==> src/rtl/muldiv_sequencer.sv <==
// Iterative MULT/MULTU/DIV/DIVU sequencer owning the architectural hi/lo pair.
// Optional MULDIV_EARLY_OUT_EN: multiplies leave RUN once the remaining multiplier bits are zero.
module muldiv_sequencer #(
  parameter int unsigned WIDTH = 32
) (
  input  logic             clk,
  input  logic             rst,
  input  logic             start,
  input  logic [1:0]       op,
  input  logic [WIDTH-1:0] rs_val,
  input  logic [WIDTH-1:0] rt_val,
  input  logic             flush,
  input  logic             wr_hi,
  input  logic             wr_lo,
  input  logic [WIDTH-1:0] wr_data,
  output logic             busy,
  output logic             done,
  output logic             div_by_zero,
  output logic [WIDTH-1:0] hi,
  output logic [WIDTH-1:0] lo
);

  localparam int unsigned CW = (WIDTH > 1) ? $clog2(WIDTH) : 1;
  localparam int unsigned PW = 2 * WIDTH;

  typedef enum logic [1:0] {IDLE, RUN, FIXUP, DONE} state_t;

  state_t         state, state_nxt;
  logic [CW-1:0]  cnt, cnt_nxt;
  logic           is_div, is_div_nxt;
  logic           neg_q, neg_q_nxt;
  logic           neg_r, neg_r_nxt;
  logic           dz, dz_nxt;
  logic [PW-1:0]  acc, acc_nxt;
  logic [PW-1:0]  b, b_nxt;
  logic [WIDTH-1:0] q, q_nxt;
  logic [WIDTH-1:0] hi_nxt, lo_nxt;
  logic           busy_nxt, done_nxt, dbz_nxt;

  logic             op_signed;
  logic [WIDTH-1:0] abs_rs, abs_rt;
  logic [WIDTH:0]   rem_sh, diff;
  logic [PW-1:0]    prod_fix;
  logic             run_exit;

  assign op_signed = ~op[0];
  assign abs_rs    = (op_signed && rs_val[WIDTH-1]) ? -rs_val : rs_val;
  assign abs_rt    = (op_signed && rt_val[WIDTH-1]) ? -rt_val : rt_val;

  // Restoring-divide step: remainder lives in acc low half, dividend/quotient shifts through q.
  assign rem_sh = {acc[WIDTH-1:0], q[WIDTH-1]};
  assign diff   = rem_sh - {1'b0, b[WIDTH-1:0]};

  assign prod_fix = neg_q ? -acc : acc;

`ifdef MULDIV_EARLY_OUT_EN
  assign run_exit = (cnt == '0) || (!is_div && ((q >> 1) == '0));
`else
  assign run_exit = (cnt == '0);
`endif

  always_ff @(posedge clk) begin
    if (rst) begin
      state       <= IDLE;
      cnt         <= '0;
      is_div      <= 1'b0;
      neg_q       <= 1'b0;
      neg_r       <= 1'b0;
      dz          <= 1'b0;
      acc         <= '0;
      b           <= '0;
      q           <= '0;
      hi          <= '0;
      lo          <= '0;
      busy        <= 1'b0;
      done        <= 1'b0;
      div_by_zero <= 1'b0;
    end else begin
      state       <= state_nxt;
      cnt         <= cnt_nxt;
      is_div      <= is_div_nxt;
      neg_q       <= neg_q_nxt;
      neg_r       <= neg_r_nxt;
      dz          <= dz_nxt;
      acc         <= acc_nxt;
      b           <= b_nxt;
      q           <= q_nxt;
      hi          <= hi_nxt;
      lo          <= lo_nxt;
      busy        <= busy_nxt;
      done        <= done_nxt;
      div_by_zero <= dbz_nxt;
    end
  end

  always_comb begin
    state_nxt  = state;
    cnt_nxt    = cnt;
    is_div_nxt = is_div;
    neg_q_nxt  = neg_q;
    neg_r_nxt  = neg_r;
    dz_nxt     = dz;
    acc_nxt    = acc;
    b_nxt      = b;
    q_nxt      = q;
    hi_nxt     = hi;
    lo_nxt     = lo;

    if (state != IDLE && flush) begin
      state_nxt = IDLE;
    end else begin
      case (state)
        IDLE: begin
          if (wr_hi) hi_nxt = wr_data;
          if (wr_lo) lo_nxt = wr_data;
          if (start && !flush) begin
            is_div_nxt = op[1];
            neg_q_nxt  = op_signed & (rs_val[WIDTH-1] ^ rt_val[WIDTH-1]);
            neg_r_nxt  = op_signed & op[1] & rs_val[WIDTH-1];
            acc_nxt    = '0;
            q_nxt      = op[1] ? abs_rs : abs_rt;
            b_nxt      = {{WIDTH{1'b0}}, (op[1] ? abs_rt : abs_rs)};
            if (op[1] && rt_val == '0) begin
              dz_nxt    = 1'b1;
              state_nxt = DONE;
            end else begin
              dz_nxt    = 1'b0;
              cnt_nxt   = CW'(WIDTH - 1);
              state_nxt = RUN;
            end
          end
        end
        RUN: begin
          if (is_div) begin
            if (!diff[WIDTH]) begin
              acc_nxt = {{WIDTH{1'b0}}, diff[WIDTH-1:0]};
              q_nxt   = {q[WIDTH-2:0], 1'b1};
            end else begin
              acc_nxt = {{WIDTH{1'b0}}, rem_sh[WIDTH-1:0]};
              q_nxt   = {q[WIDTH-2:0], 1'b0};
            end
          end else begin
            if (q[0]) acc_nxt = acc + b;
            b_nxt = b << 1;
            q_nxt = q >> 1;
          end
          cnt_nxt = cnt - CW'(1);
          if (run_exit) state_nxt = FIXUP;
        end
        FIXUP: begin
          if (is_div) begin
            lo_nxt = neg_q ? -q : q;
            hi_nxt = neg_r ? -acc[WIDTH-1:0] : acc[WIDTH-1:0];
          end else begin
            {hi_nxt, lo_nxt} = prod_fix;
          end
          state_nxt = DONE;
        end
        DONE: begin
          state_nxt = IDLE;
        end
        default: begin
          state_nxt = IDLE;
        end
      endcase
    end

    busy_nxt = (state_nxt != IDLE);
    done_nxt = (state_nxt == DONE);
    dbz_nxt  = (state_nxt == DONE) && dz_nxt;
  end

endmodule

==> config.mk <==
export PLATFORM = sky130hd
export DESIGN_NAME = muldiv_sequencer
export DESIGN_NICKNAME = d
export VERILOG_FILES = /design/src/rtl/muldiv_sequencer.sv
export SDC_FILE = /design/constraint.sdc
export NUM_CORES = 1
export LEC_CHECK = 0
export CAP_MARGIN = 20
export CORE_MARGIN = 10
export CORE_UTILIZATION = 29
export CTS_BUF_LIST = sky130_fd_sc_hd__clkbuf_4 sky130_fd_sc_hd__clkbuf_8
export CTS_CLUSTER_DIAMETER = 80
export DETAILED_ROUTE_END_ITERATION = 12
export PLACE_DENSITY_LB_ADDON = 0.08
export SETUP_SLACK_MARGIN = 0.05
export SYNTH_ARGS = -nofsm -noshare
export SYNTH_HDL_FRONTEND = slang
export SYNTH_SLANG_ARGS = --single-unit
==> constraint.sdc <==
create_clock -name clk -period 4.45 [get_ports clk]
set_input_delay 0.89 -clock clk [delete_from_list [all_inputs] [get_ports clk]]
set_output_delay 0.89 -clock clk [all_outputs]
set_load 0.01 [all_outputs]
closeup.png
Window x 189 to 239, y 189 to 239 µm. Cells in grey, sequential cells in the stronger grey; small squares are vias.
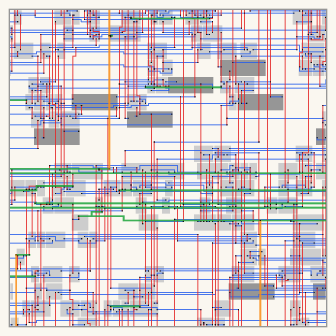
colour	layer
orange	M4
red	M2
blue	M1
green	M3
most frequent	nand2_1 (25), o21ai_0 (16)
sequential cells in the window	7
cells with their middle in the window	133
netlist names of flops here include	acc (6), hi (1)

m4.png
(1 px per µm) Supply wires on this layer in grey.
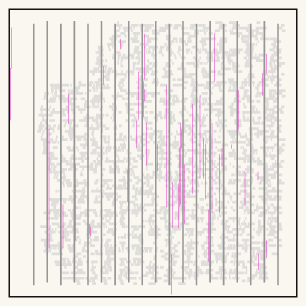
share of all routed wire	2.1%
wire length on this layer	1840 µm

==> reports/qor.yml <==
run_status: "finished, final reports clean"
grt_max_degree: 94
critPathKind: "reg -> reg"
drive_gt1_share_pct: 7.664
logic_area_um2: 14680
antenna_found_initial: 3
hold_class: "reg -> reg"
core.rowCount: 97
holdBufCountCts: 0
grt.met2_usage_pct: 34.37
use_met3_pct: 3.235
warnings: 26
die-width_um: 285.9
yosysChipArea_um2: 20510
stdcell_count: 3890
period_needed_ns: 4.058
setup_tns_ns: 0
post-route-util_pct: 34.90
fp-utilization_pct: 29.29
chipHeight_um: 285.9
pinout.png
(1 px per µm) Pins as bars across the die edge, other pins in grey.
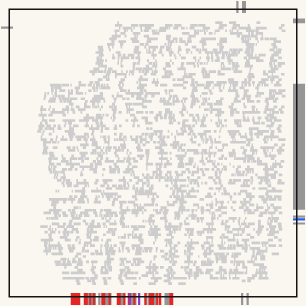
colour	port	pins	direction	edge
blue	done	1	output	east
red	rs_val	32	input	south
purple	op	2	input	south
all pins by edge	98 east, 69 south, 3 north, 1 west

clock_nets.png
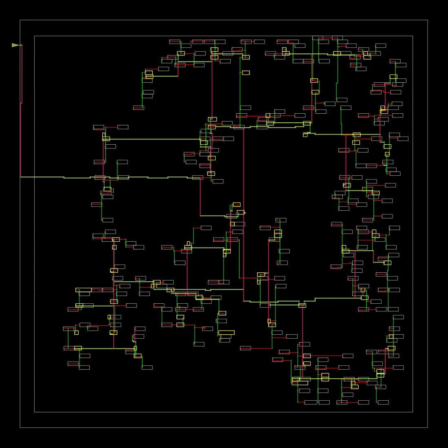
clock sink count: 238
total CTS buffers: 50
clock latency on the worst-skew pair: 0.65 ns

==> worst paths after layout <==
kind / endpoint / start / slack, ns
worst min register to register: lo[0] / lo[0] / 0.47
worst min-delay path: lo[0] / lo[0] / 0.47
worst max-delay path: q[0] / b[2] / 0.39
worst max register to register: q[0] / b[2] / 0.39
==> kinds of logic (layout without fill, tap and decap cells) <==
kind of cell / Yosys count / after routing / share of synthesized area, %
xor+xnor: 255 / 255 / 10.89
fa+ha+maj: 102 / 102 / 6.296
compound gates: 921 / 921 / 29.26
flops: 238 / 238 / 23.23
simple gates: 940 / 940 / 21.22
other cells: 0 / 1 / 0
buf+inv: 302 / 424 / 5.661
mux: 69 / 69 / 3.447
==> synthesized netlist by cell type (30+ instances only) <==
| cell | number | area (µm²) |
|---|---|---|
| nor2_1 | 233 | 874.6 |
| a211oi_1 | 102 | 765.7 |
| nand2_1 | 351 | 1318 |
| or3_1 | 31 | 193.9 |
| o211ai_1 | 54 | 405.4 |
| inv_1 | 77 | 289.0 |
| nand3_1 | 68 | 340.3 |
| xor2_1 | 113 | 989.7 |
| xnor2_1 | 142 | 1244 |
| a311oi_1 | 51 | 446.7 |
| nand4_1 | 30 | 187.7 |
| mux2i_1 | 65 | 650.6 |
| nor3_1 | 67 | 335.3 |
| clkbuf_1 | 192 | 720.7 |
| a21oi_1 | 266 | 1331 |
| o21ai_0 | 170 | 850.8 |
| o31ai_1 | 44 | 330.3 |
| a21o_1 | 40 | 300.3 |
| ha_1 | 100 | 1251 |
| dfxtp_1 | 238 | 4765 |
==> report_power, final <==
part	switching, mW	leakage [nW]	internal, mW
sequential	0.141	1.95	2.24
clock	1.11	0.582	1.53
combinational	0.905	6.53	0.604
Power and IR drop assume default switching activity.
